Design oled_status_writer, sky130hd; sources not shown.
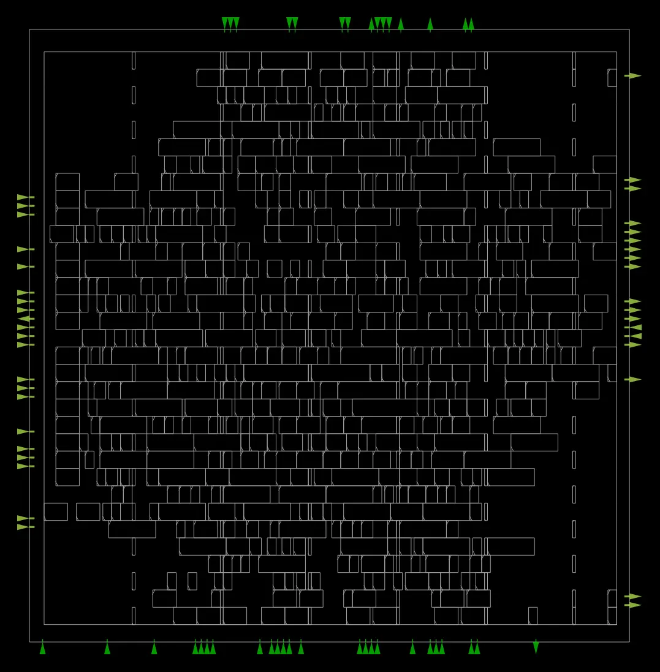
run_1/final_placement.png
Final Util: 0.5795
flop share of the area: 0.3237
cell row count: 33
n_taps: 105
seq_cells: 75

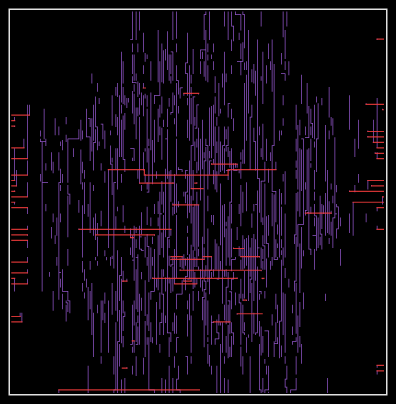
run_1/metal_stack.png
Scale: 4 px per um. Two of the layers only.
layer	colour	wire length
met2	purple	4,170 um
met3	red	344 um
Avg WL per Cell: 13.47 um
Total Wirelength: 8.646 mm
All-Layer GR Usage: 0.1987
Via Count: 3,408

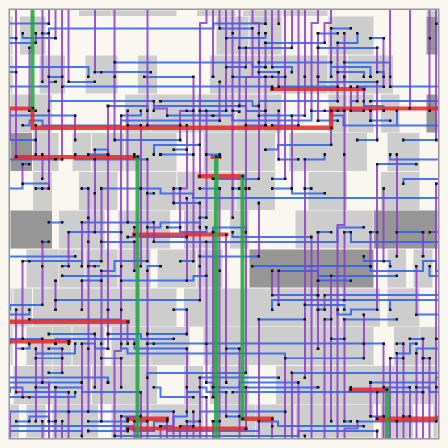
run_1/zoom.png
Region (32, 33) to (62, 63) um. Cells in grey, sequential cells in the stronger grey; small squares are vias.
layer	colour
met2	purple
met4	green
met3	red
met1	blue
sequential cells in the window	2
most frequent	buf_4 (13), nor2_1 (7), nand2_1 (6)
cells with their middle in the window	80

==> reports/qor.yml, run 1 <==
flop_cell: "dfxtp_1"
setup_violations: 0
cts-root-buf: "clkbuf_8"
nets: 592
place_congestion: 0.9021
fp_util: 0.4342
drc: 0
finalClockPeriodUsage: 0.9198
syn_inst: 455
hold_path_class: "in -> reg"
antenna_found_initial: 0
final_cell_mix: "nand2_1 (126), a21oi_1 (72), dfxtp_1 (72), clkdlybuf4s50_1 (70), buf_4 (28)"
relSlewSlack: 0.6622
cts_max_path_buffers: 2
synth.avg_cell_area_um2: 7.683
slowest_delay_ps: 390
ys_sh_mux: 0.01181
syn_to_final_growth_pct: 33.46
grt_pass1_wl_mm: 14.19
syn_area_um2: 3496
rr_worst_depth: 11
cp-end-kind: "register"
outcome: "finished, final reports clean"
path_class: "reg -> reg"
fin_setup_tns_ps: 0
cts_sinks: 75
whs_ps: 431.7
final_max_slew_viol_count: 0
ys_seq_share: 0.4295
dp_cells: 619
portBuffers: 71
stdcell_count: 642
yosys_warnings: 0
design.core.area_um2: 8051
cp_slowest_cell: "dfxtp_4"
arrival_ps: 2530
fin_area_um2: 4666
yosys_cells: 455
hold_depth: 2
overflow: 0
start_kind: "register"
ys_sh_xor: 0
htreeDepth: 3
layout_top_cell: "nand2_1"
crit_path_cell_trace: "inv_4, ha_4, buf_4, nor2b_1, a211o_1, a21o_1, o211a_1, ha_2, nand2_1, a311oi_2, nor3_1"
dr.pass1.iters: 4
cts_buffers: 9
==> run 1: Yosys cell counts (5+ instances only) <==
library cell	count	area, um2
a21oi_1	72	360.4
a31oi_1	8	50.05
buf_4	7	52.55
clkbuf_1	28	105.1
dfxtp_1	75	1501
ha_1	5	62.56
inv_1	8	30.03
nand2_1	126	473.0
nand2b_1	6	37.54
nand3_1	8	40.04
nor2_1	19	71.32
nor3_1	8	40.04
o211ai_1	5	37.54
o21ai_0	9	45.04
==> run 1: stage by stage <==
| step | setup slack, ps | total power [uW] |
|---|---|---|
| final | 200.5 | 2444 |
| after global routing | 141.2 | 2561 |
| after CTS | 179.3 | 2462 |
| after detailed placement | 62.61 | 1643 |
| after global placement | 83.94 | 1634 |
| after floorplan | 193.4 | 1487 |
==> run 1: logic make-up after synthesis <==
| kind of cell | after synthesis |
|---|---|
| AND-OR/OR-AND | 128 |
| adder cells (fa/ha/maj) | 5 |
| buffers and inverters | 46 |
| flip-flops | 75 |
| multiplexers | 4 |
| other | 1 |
| AND/OR/NAND/NOR | 196 |
==> run 1: report_power, final <==
group / switching (uW) / leakage [uW] / internal (uW)
Sequential: 38.9 / 0.000612 / 1250
Clock: 439 / 0.0000859 / 391
Combinational: 161 / 0.000894 / 162
==> run 1: layout make-up <==
class / instances / area (um2)
Fill cell: 739 / 3386
Multi-Input combinational cell: 338 / 1877
Sequential cell: 75 / 1510
Timing Repair Buffer: 100 / 935.9
Clock buffer: 11 / 141.4
Tap cell: 105 / 131.4
Clock inverter: 5 / 37.54
Inverter: 8 / 32.53
==> run 1: critical path, delay by kind of cell, from the launching register on <==
family | cells | cell delay, ps
AND-OR/OR-AND | 4 | 840
buffers and inverters | 2 | 190
flip-flops | 1 | 390
AND/OR/NAND/NOR | 3 | 270
adder cells (fa/ha/maj) | 2 | 490
==> run 1: layer usage <==
layer	vias up	global-route usage	wire (um)
met5	-	0	0
met4	0	0.1039	210
met3	17	0.03289	343
met2	87	0.3232	4173
met1	1590	0.2545	3918
li1	1714	-	-
==> run 1: timing repair <==
item / in CTS / in global routing
buffers inserted: 7 / 0
hold buffers: 0 / 0
pin swaps: 7 / 2
resized: 16 / 4
endpoints found under the setup margin: 4 / 5
==> run 1 -> run 2 <==
Settings changed: GPL_ROUTABILITY_DRIVEN set to 0.
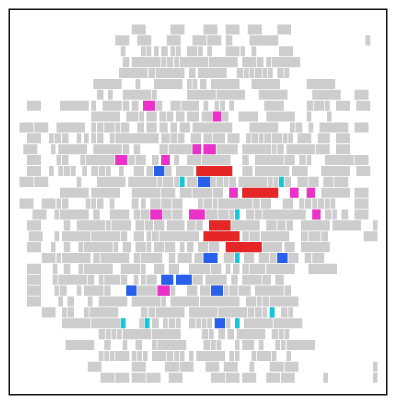
run_2/gate_families.png
Scale: 4 px per um.
family	colour	cells
AND-OR and OR-AND gates	blue	9
AND and OR gates	magenta	13
adder and majority cells	red	5
inverters	cyan	8
Commonest Layout Cell: nand2_1
Comb/total area: 0.4031
non-filler instance count after layout: 647

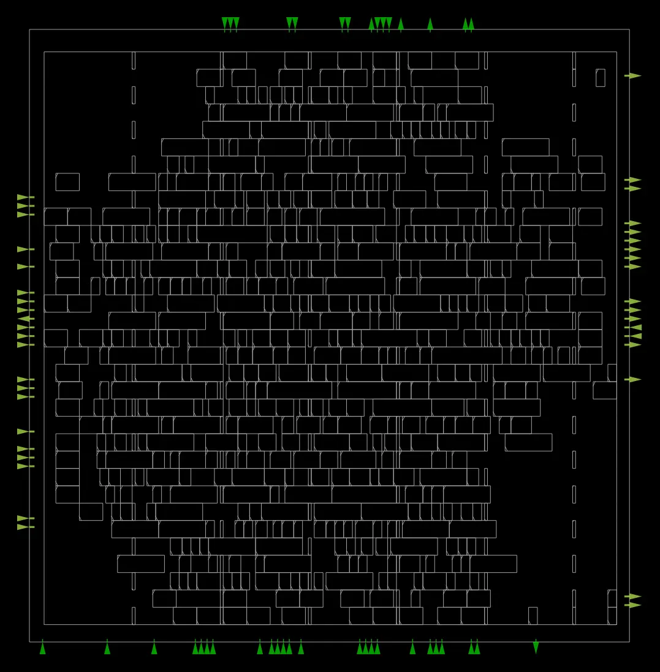
run_2/final_placement.png
Final Util: 0.6022
number of fill cells in the layout: 695

==> run 2 against run 1 <==
  * Hold slack improved by 18 ps
  * Non-clock buffer count rose by 5
  * Combinational power rose by 1%
  * Largest cell class unchanged
  * Die size did not move
  * Utilization rose by 2.3 points
  * Highest routed layer unchanged
  * Global-route usage rose by 0.91 points
  * Synthesized cell count did not move
  * Critical path type unchanged
  * Maximum frequency barely moved
  * Clock skew fell by 5.0 ps
  * Wire length rose by 7.6%
==> reports/qor.yml, run 2 <==
outcome: "finished, final reports clean"  # unchanged
path_class: "reg -> reg"  # unchanged
grt_use_total: 0.2079  # was 0.1987
routed_wl_mm: 9.301  # was 8.646 mm
nets: 597  # was 592
cp_slowest_cell: "o31ai_1"  # was dfxtp_4
drc: 0  # unchanged
largest_area_cell: "dfxtp_1"  # unchanged
logic_area_um2: 1954  # was 1877 um2
synth.avg_cell_area_um2: 7.683  # unchanged
finalPower_uw: 2656  # was 2444 uW
syn_area_um2: 3496  # unchanged
hold_depth: 2  # unchanged
flop_cell: "dfxtp_1"  # unchanged
cts_buffers: 9  # unchanged
seqCellArea_um2: 1509  # was 1510 um2
whs_ps: 449.9  # was 431.7 ps
rows: 33  # unchanged
hold_path_class: "reg -> reg"  # was in -> reg
ys_seq_share: 0.4295  # unchanged
wire_per_inst_um: 14.38  # was 13.47 um
syn_inst: 455  # unchanged
==> run 2: repair_timing <==
item,in CTS,in global routing
setup endpoints to repair,6,7
resized,15,18
pin swaps,9,8
buffers inserted,8,4
==> run 2: kinds of logic (layout without fill, tap and decap cells) <==
family / Yosys count / in the layout / synth area share
buffers and inverters: 46 / 129 / 0.05977
AND/OR/NAND/NOR: 196 / 196 / 0.2505
AND-OR/OR-AND: 128 / 128 / 0.2294
adder cells (fa/ha/maj): 5 / 5 / 0.01790
other: 1 / 5 / 0.001073
multiplexers: 4 / 4 / 0.01181
flip-flops: 75 / 75 / 0.4295
==> run 2: worst max-delay path: cells and delay by family (launching register included) <==
kind	cells	cell delay [ps]
compound gates	3	830
fa+ha+maj	1	170
buf+inv	3	410
flops	1	380
simple gates	3	440
==> run 2: routing by layer <==
layer	global-route usage	wire length, um	share of wire
met1	0.2534	3941	0.42
met2	0.3536	4466	0.48
met3	0.04777	609	0.065
met4	0.08816	283	0.030
met5	0	0	0
==> run 2: layout make-up <==
class / count / area share
inverters: 8 / 0.006194
multi-input cells: 338 / 0.4031
clock buffers: 11 / 0.03123
flip-flops and latches: 75 / 0.3112
clock inverters: 5 / 0.01548
well taps: 105 / 0.02710
repair buffers: 105 / 0.2057
==> run 2: power breakdown <==
group,switching [uW],internal [uW]
sequential,40.1,1250
combinational,164,164
clock,424,611
total,628,2030
==> run 2: through the flow <==
step	setup slack [ps]	utilization	instance area, um2
floorplan	193.4	-	3520
global placement	97.66	0.5417	4362
detailed placement	57.12	0.5417	4362
CTS	160.5	0.5859	4717
global route	129.6	0.6022	4848
finish	199.3	0.6022	4848
No activity file was given, so power comes from the tool's default toggle rates.
